met2.png
Bar = 50 um.
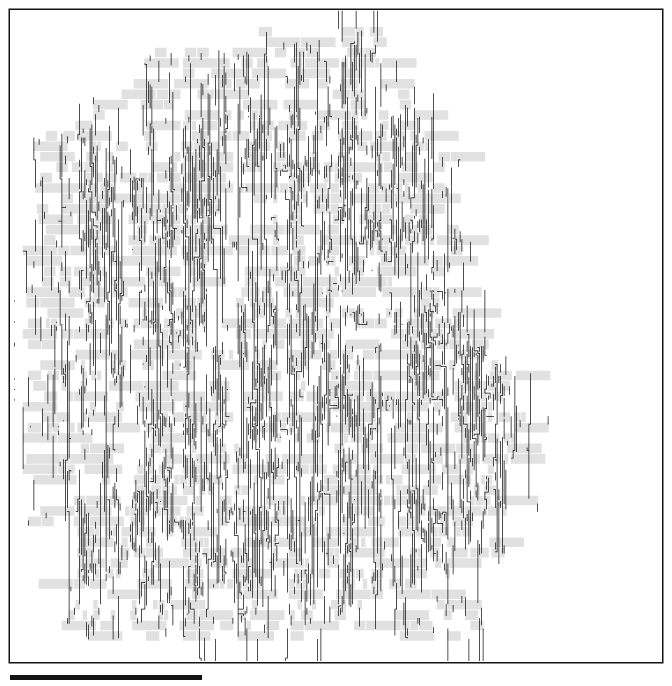
met1.png
Bar = 50 um. Supply wires on this layer in gray.
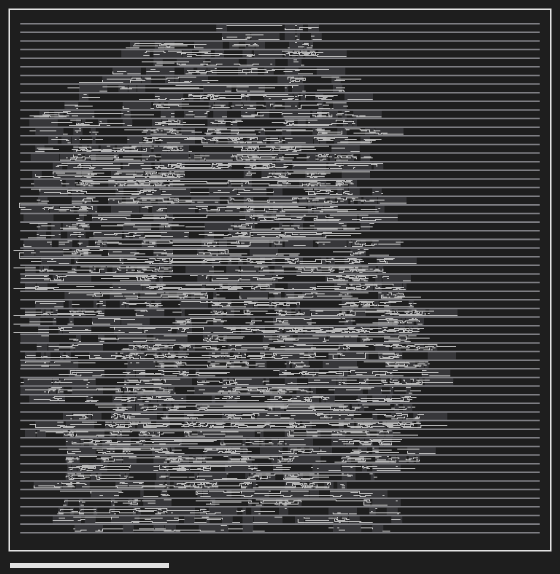
zoom.png
Bar = 10 um. Window x 65 to 105, y 31 to 71 um. Cells in gray, sequential cells in the stronger gray; small squares are vias.
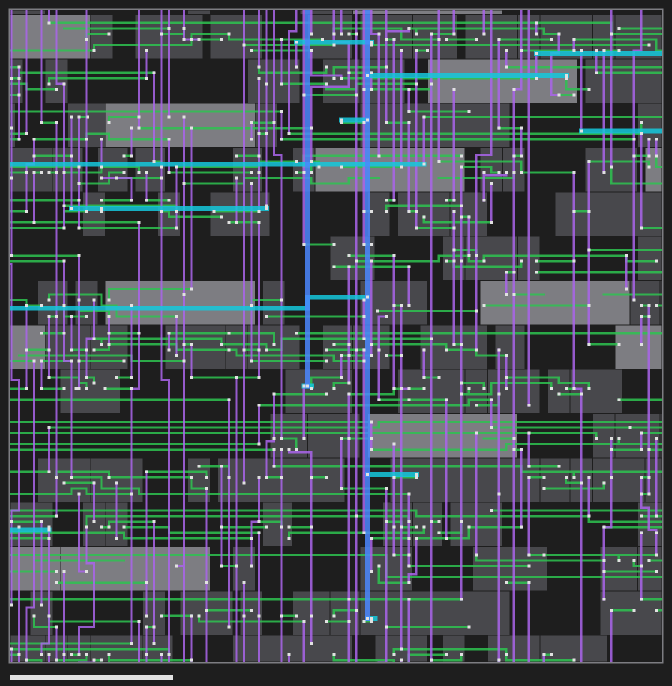
drive_strength.png
Bar = 50 um.
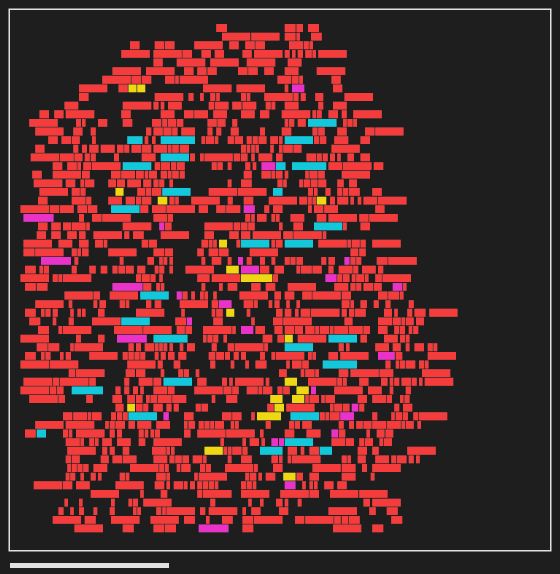
<file path="src/rtl/mine_move_pkg.sv">
// Shared types and screen constants for the patrolling mine mover.
package mine_move_pkg;

    // Controller states; one frame of motion walks MOVE -> CHANGE -> LIMITS.
    typedef enum logic [2:0] {
        IDLE_ST,
        MOVE_ST,
        CHANGE_ST,
        LIMITS_ST,
        PAUSE_ST
    } move_state_e;

    // Fractional bits of the fixed-point position/velocity.
    localparam int FP_SHIFT_DEFAULT = 6;

    // Play area and object size (pixels).
    localparam int SCREEN_W     = 512;
    localparam int SCREEN_H     = 480;
    localparam int OBJ_W        = 64;
    localparam int OBJ_H        = 64;
    localparam int FRAME_MARGIN = 32;

    // Default legal top-left range keeps the whole object inside the play area.
    localparam int DEF_LEFT   = FRAME_MARGIN;
    localparam int DEF_RIGHT  = SCREEN_W - OBJ_W;
    localparam int DEF_TOP    = FRAME_MARGIN;
    localparam int DEF_BOTTOM = SCREEN_H - OBJ_H;

endpackage

</file>
<file path="src/rtl/mine_axis_limit.sv">
// Per-axis clamp: pins a fixed-point position into [low, high] and turns the
// velocity inward when a wall is crossed. Purely combinational.
module mine_axis_limit
    import mine_move_pkg::*;
(
    input  logic signed [31:0] pos_i,
    input  logic signed [31:0] speed_i,
    input  logic signed [31:0] low_i,
    input  logic signed [31:0] high_i,
    output logic signed [31:0] pos_o,
    output logic signed [31:0] speed_o,
    output logic               hit_o
);

    // Clamp and reflect only a velocity that still points outward.
    always_comb begin
        pos_o   = pos_i;
        speed_o = speed_i;
        hit_o   = 1'b0;
        if (pos_i < low_i) begin
            pos_o = low_i;
            hit_o = 1'b1;
            if (speed_i < 0) begin
                speed_o = -speed_i;
            end
        end else if (pos_i > high_i) begin
            pos_o = high_i;
            hit_o = 1'b1;
            if (speed_i > 0) begin
                speed_o = -speed_i;
            end
        end
    end

endmodule

</file>
<file path="src/rtl/mine_patrol_move.sv">
// Two-axis bouncing hazard mover with collision reversal, wall dwell and freeze.
module mine_patrol_move
    import mine_move_pkg::*;
#(
    parameter int INITIAL_X         = 256,
    parameter int INITIAL_Y         = 256,
    parameter int INITIAL_X_SPEED   = 0,
    parameter int INITIAL_Y_SPEED   = 40,
    parameter int FRAME_LEFT        = DEF_LEFT,
    parameter int FRAME_RIGHT       = DEF_RIGHT,
    parameter int FRAME_TOP         = DEF_TOP,
    parameter int FRAME_BOTTOM      = DEF_BOTTOM,
    parameter int FIXED_POINT_SHIFT = FP_SHIFT_DEFAULT,
    parameter int PAUSE_FRAMES      = 0
) (
    input  logic               clk,
    input  logic               reset,
    input  logic               startOfFrame,
    input  logic               enable,
    input  logic               collision,
    output logic signed [10:0] topLeftX,
    output logic signed [10:0] topLeftY,
    output logic               moving,
    output logic               wallHit
);

    localparam logic signed [31:0] X_RST   = 32'(INITIAL_X <<< FIXED_POINT_SHIFT);
    localparam logic signed [31:0] Y_RST   = 32'(INITIAL_Y <<< FIXED_POINT_SHIFT);
    localparam logic signed [31:0] XS_RST  = 32'(INITIAL_X_SPEED);
    localparam logic signed [31:0] YS_RST  = 32'(INITIAL_Y_SPEED);
    localparam logic signed [31:0] X_LOW   = 32'(FRAME_LEFT <<< FIXED_POINT_SHIFT);
    localparam logic signed [31:0] X_HIGH  = 32'(FRAME_RIGHT <<< FIXED_POINT_SHIFT);
    localparam logic signed [31:0] Y_LOW   = 32'(FRAME_TOP <<< FIXED_POINT_SHIFT);
    localparam logic signed [31:0] Y_HIGH  = 32'(FRAME_BOTTOM <<< FIXED_POINT_SHIFT);
    localparam logic signed [10:0] X_PIX   = 11'(INITIAL_X);
    localparam logic signed [10:0] Y_PIX   = 11'(INITIAL_Y);
    localparam logic [7:0]         PAUSE_N = 8'(PAUSE_FRAMES);
    localparam logic               PAUSE_EN = (PAUSE_FRAMES > 0);

    move_state_e        state_q, state_d;
    logic signed [31:0] xpos_q, xpos_d, ypos_q, ypos_d;
    logic signed [31:0] xspd_q, xspd_d, yspd_q, yspd_d;
    logic               coll_q, coll_d;
    logic [7:0]         cnt_q, cnt_d;
    logic signed [10:0] tlx_q, tlx_d, tly_q, tly_d;
    logic               wall_q, wall_d;

    logic signed [31:0] xs_eff, ys_eff;
    logic signed [31:0] x_clamp, y_clamp, x_spd_new, y_spd_new;
    logic               x_hit, y_hit;

    mine_axis_limit u_x_limit (
        .pos_i   (xpos_q),
        .speed_i (xspd_q),
        .low_i   (X_LOW),
        .high_i  (X_HIGH),
        .pos_o   (x_clamp),
        .speed_o (x_spd_new),
        .hit_o   (x_hit)
    );

    mine_axis_limit u_y_limit (
        .pos_i   (ypos_q),
        .speed_i (yspd_q),
        .low_i   (Y_LOW),
        .high_i  (Y_HIGH),
        .pos_o   (y_clamp),
        .speed_o (y_spd_new),
        .hit_o   (y_hit)
    );

    // State register and motion datapath, asynchronously forced to reset values.
    always_ff @(posedge clk or posedge reset) begin
        if (reset) begin
            state_q <= IDLE_ST;
            xpos_q  <= X_RST;
            ypos_q  <= Y_RST;
            xspd_q  <= XS_RST;
            yspd_q  <= YS_RST;
            coll_q  <= 1'b0;
            cnt_q   <= '0;
            tlx_q   <= X_PIX;
            tly_q   <= Y_PIX;
            wall_q  <= 1'b0;
        end else begin
            state_q <= state_d;
            xpos_q  <= xpos_d;
            ypos_q  <= ypos_d;
            xspd_q  <= xspd_d;
            yspd_q  <= yspd_d;
            coll_q  <= coll_d;
            cnt_q   <= cnt_d;
            tlx_q   <= tlx_d;
            tly_q   <= tly_d;
            wall_q  <= wall_d;
        end
    end

    // Next-state and datapath update for each controller state.
    always_comb begin
        state_d = state_q;
        xpos_d  = xpos_q;
        ypos_d  = ypos_q;
        xspd_d  = xspd_q;
        yspd_d  = yspd_q;
        coll_d  = coll_q;
        cnt_d   = cnt_q;
        tlx_d   = tlx_q;
        tly_d   = tly_q;
        wall_d  = 1'b0;
        xs_eff  = xspd_q;
        ys_eff  = yspd_q;
        case (state_q)
            IDLE_ST: begin
                if (startOfFrame) begin
                    state_d = MOVE_ST;
                end
            end
            MOVE_ST: begin
                if (enable && collision) begin
                    coll_d = 1'b1;
                end
                if (enable && startOfFrame) begin
                    state_d = CHANGE_ST;
                end
            end
            CHANGE_ST: begin
                // Reversal is folded in before the add so the clamp sees the
                // already-reversed velocity and never flips it back.
                if (coll_q) begin
                    xs_eff = -xspd_q;
                    ys_eff = -yspd_q;
                end
                xspd_d  = xs_eff;
                yspd_d  = ys_eff;
                xpos_d  = xpos_q + xs_eff;
                ypos_d  = ypos_q + ys_eff;
                coll_d  = 1'b0;
                state_d = LIMITS_ST;
            end
            LIMITS_ST: begin
                xpos_d = x_clamp;
                ypos_d = y_clamp;
                xspd_d = x_spd_new;
                yspd_d = y_spd_new;
                wall_d = x_hit | y_hit;
                tlx_d  = 11'(x_clamp >>> FIXED_POINT_SHIFT);
                tly_d  = 11'(y_clamp >>> FIXED_POINT_SHIFT);
                if ((x_hit || y_hit) && PAUSE_EN) begin
                    cnt_d   = PAUSE_N;
                    state_d = PAUSE_ST;
                end else begin
                    state_d = MOVE_ST;
                end
            end
            PAUSE_ST: begin
                coll_d = 1'b0;
                if (enable && startOfFrame) begin
                    cnt_d = cnt_q - 8'd1;
                    if (cnt_q == 8'd1) begin
                        state_d = MOVE_ST;
                    end
                end
            end
            default: begin
                state_d = IDLE_ST;
            end
        endcase
    end

    assign topLeftX = tlx_q;
    assign topLeftY = tly_q;
    assign wallHit  = wall_q;
    assign moving   = (state_q == MOVE_ST) && enable;

endmodule

</file>
<file path="config.mk">
export PLATFORM = sky130hd
export DESIGN_NAME = mine_patrol_move
export DESIGN_NICKNAME = d
export VERILOG_FILES = /design/src/rtl/mine_move_pkg.sv /design/src/rtl/mine_axis_limit.sv /design/src/rtl/mine_patrol_move.sv
export SDC_FILE = /design/constraint.sdc
export NUM_CORES = 1
export LEC_CHECK = 0
export ABC_CLOCK_PERIOD_IN_PS = 5100
export CORE_MARGIN = 3
export CORE_UTILIZATION = 35
export CTS_BUF_LIST = sky130_fd_sc_hd__clkbuf_4 sky130_fd_sc_hd__clkbuf_8 sky130_fd_sc_hd__clkbuf_16
export DETAILED_ROUTE_END_ITERATION = 8
export GPL_TIMING_DRIVEN = 0
export PLACE_DENSITY = 0.58
export SYNTH_ARGS = -nofsm -noshare
export SYNTH_HDL_FRONTEND = slang
export SYNTH_SLANG_ARGS = --single-unit
</file>
<file path="constraint.sdc">
create_clock -name clk -period 5.1 [get_ports clk]
set_input_delay 0.765 -clock clk [delete_from_list [all_inputs] [get_ports clk]]
set_output_delay 0.765 -clock clk [all_outputs]
set_load 0.01 [all_outputs]
</file>
==> Changelog: implementation <==
## Implementation

- Global routing's busiest layer: met2
- Well Taps: 335
- Setup WS post-layout: 0.3663 ns
- Final setup vio count: 0
- Full die area: 28980 um^2
- Synth top cell by count: dfrtp_1
- Fraction of registers with async set/reset: 1.000
- Fmax: 211.3 MHz
- Layout cells sized above 1: 0.06795
- Clock Sinks: 145
- Cell area after layout: 10840 um^2
- Largest cells by area: dfrtp_1 37%, ha_1 8.9%, xnor2_1 8.2%
- Yosys xor share: 0.1325
- Fp util: 0.3592
- Dpl cells: 1392
- Dpl ws: -0.2996 ns
- Flip-flops with a built-in enable: 0
- Initial antenna violation count: 0
- Flop count: 145
- Core box area: 26280 um^2
- Combinational gates: 807
- Avg Cell Area, Syn: 9.183 um^2
- Main synth FF type: dfrtp_1
- Largest registers: xpos_q: 32 flops, ypos_q: 32 flops, yspd_q: 28 flops
- Grt met1 use: 0.2392
- Status: finished, final reports clean
- Nets at Floorplan: 1100
- Critical path, cell by cell: clkbuf_2 -> clkbuf_2 -> clkdlybuf4s15_2 -> o21ai_0 -> ha_1 -> a211oi_1 -> o21bai_1 -> o21ai_1 -> a211oi_1 -> o21ai_1 -> a31o_2 -> a221oi_1 -> or3_1 -> a32o_1
- Min Hold Slack: 0.4751 ns
- CTS Hold Buffers Added: 0
- Die Span X: 170.2 um
-- met2.png (at the start) --
main direction: vertical
wire length on this layer: 11200 um
nets with wire on the layer: 945
share of all routed wire: 46%
longest straight run: 67.0 um

-- met1.png (at the start) --
nets with wire on the layer: 1080
share of all routed wire: 49%
main direction: horizontal
wire length on this layer: 11800 um

-- zoom.png (at the start) --
| color | layer |
|---|---|
| green | met1 |
| purple | met2 |
| blue | met4 |
| cyan | met3 |
netlist names of flops here include: xspd_q (8)
most frequent: nand2_1 (19), xnor2_1 (17), dfrtp_1 (8)
sequential cells in the window: 8
cells with their middle in the window: 111

-- drive_strength.png (at the start) --
| color | size | cells | most used |
|---|---|---|---|
| yellow | drive 3 to 4 | 19 | buf_4 |
| magenta | drive 2 | 27 | dfstp_2 |
| cyan | drive 6 and up | 28 | clkbuf_16 |
| red | drive 1 or less | 1015 | dfrtp_1 |

==> worst min-delay path by stage <==
stage                            from           to  slack, ns
final                     topLeftX[8]  topLeftX[8]       0.48
after global routing       yspd_q[26]   yspd_q[26]       0.50
after CTS                 topLeftX[8]  topLeftX[8]       0.48
after detailed placement  topLeftX[8]  topLeftX[8]       0.47
after global placement    topLeftY[8]  topLeftY[8]       0.46
after floorplan             xpos_q[1]    xpos_q[1]       0.45
==> worst reg2reg max path, cell delays in order (launching register included) <==
cell and delay (ns):
dfrtp_1 0.40, clkbuf_2 0.31, clkbuf_2 0.38, clkdlybuf4s15_2 0.52, o21ai_0 0.21, ha_1 0.35, a211oi_1 0.39, o21bai_1 0.21
o21ai_1 0.51, a211oi_1 0.19, o21ai_1 0.28, a31o_2 0.22, a221oi_1 0.08, or3_1 0.33, a32o_1 0.25
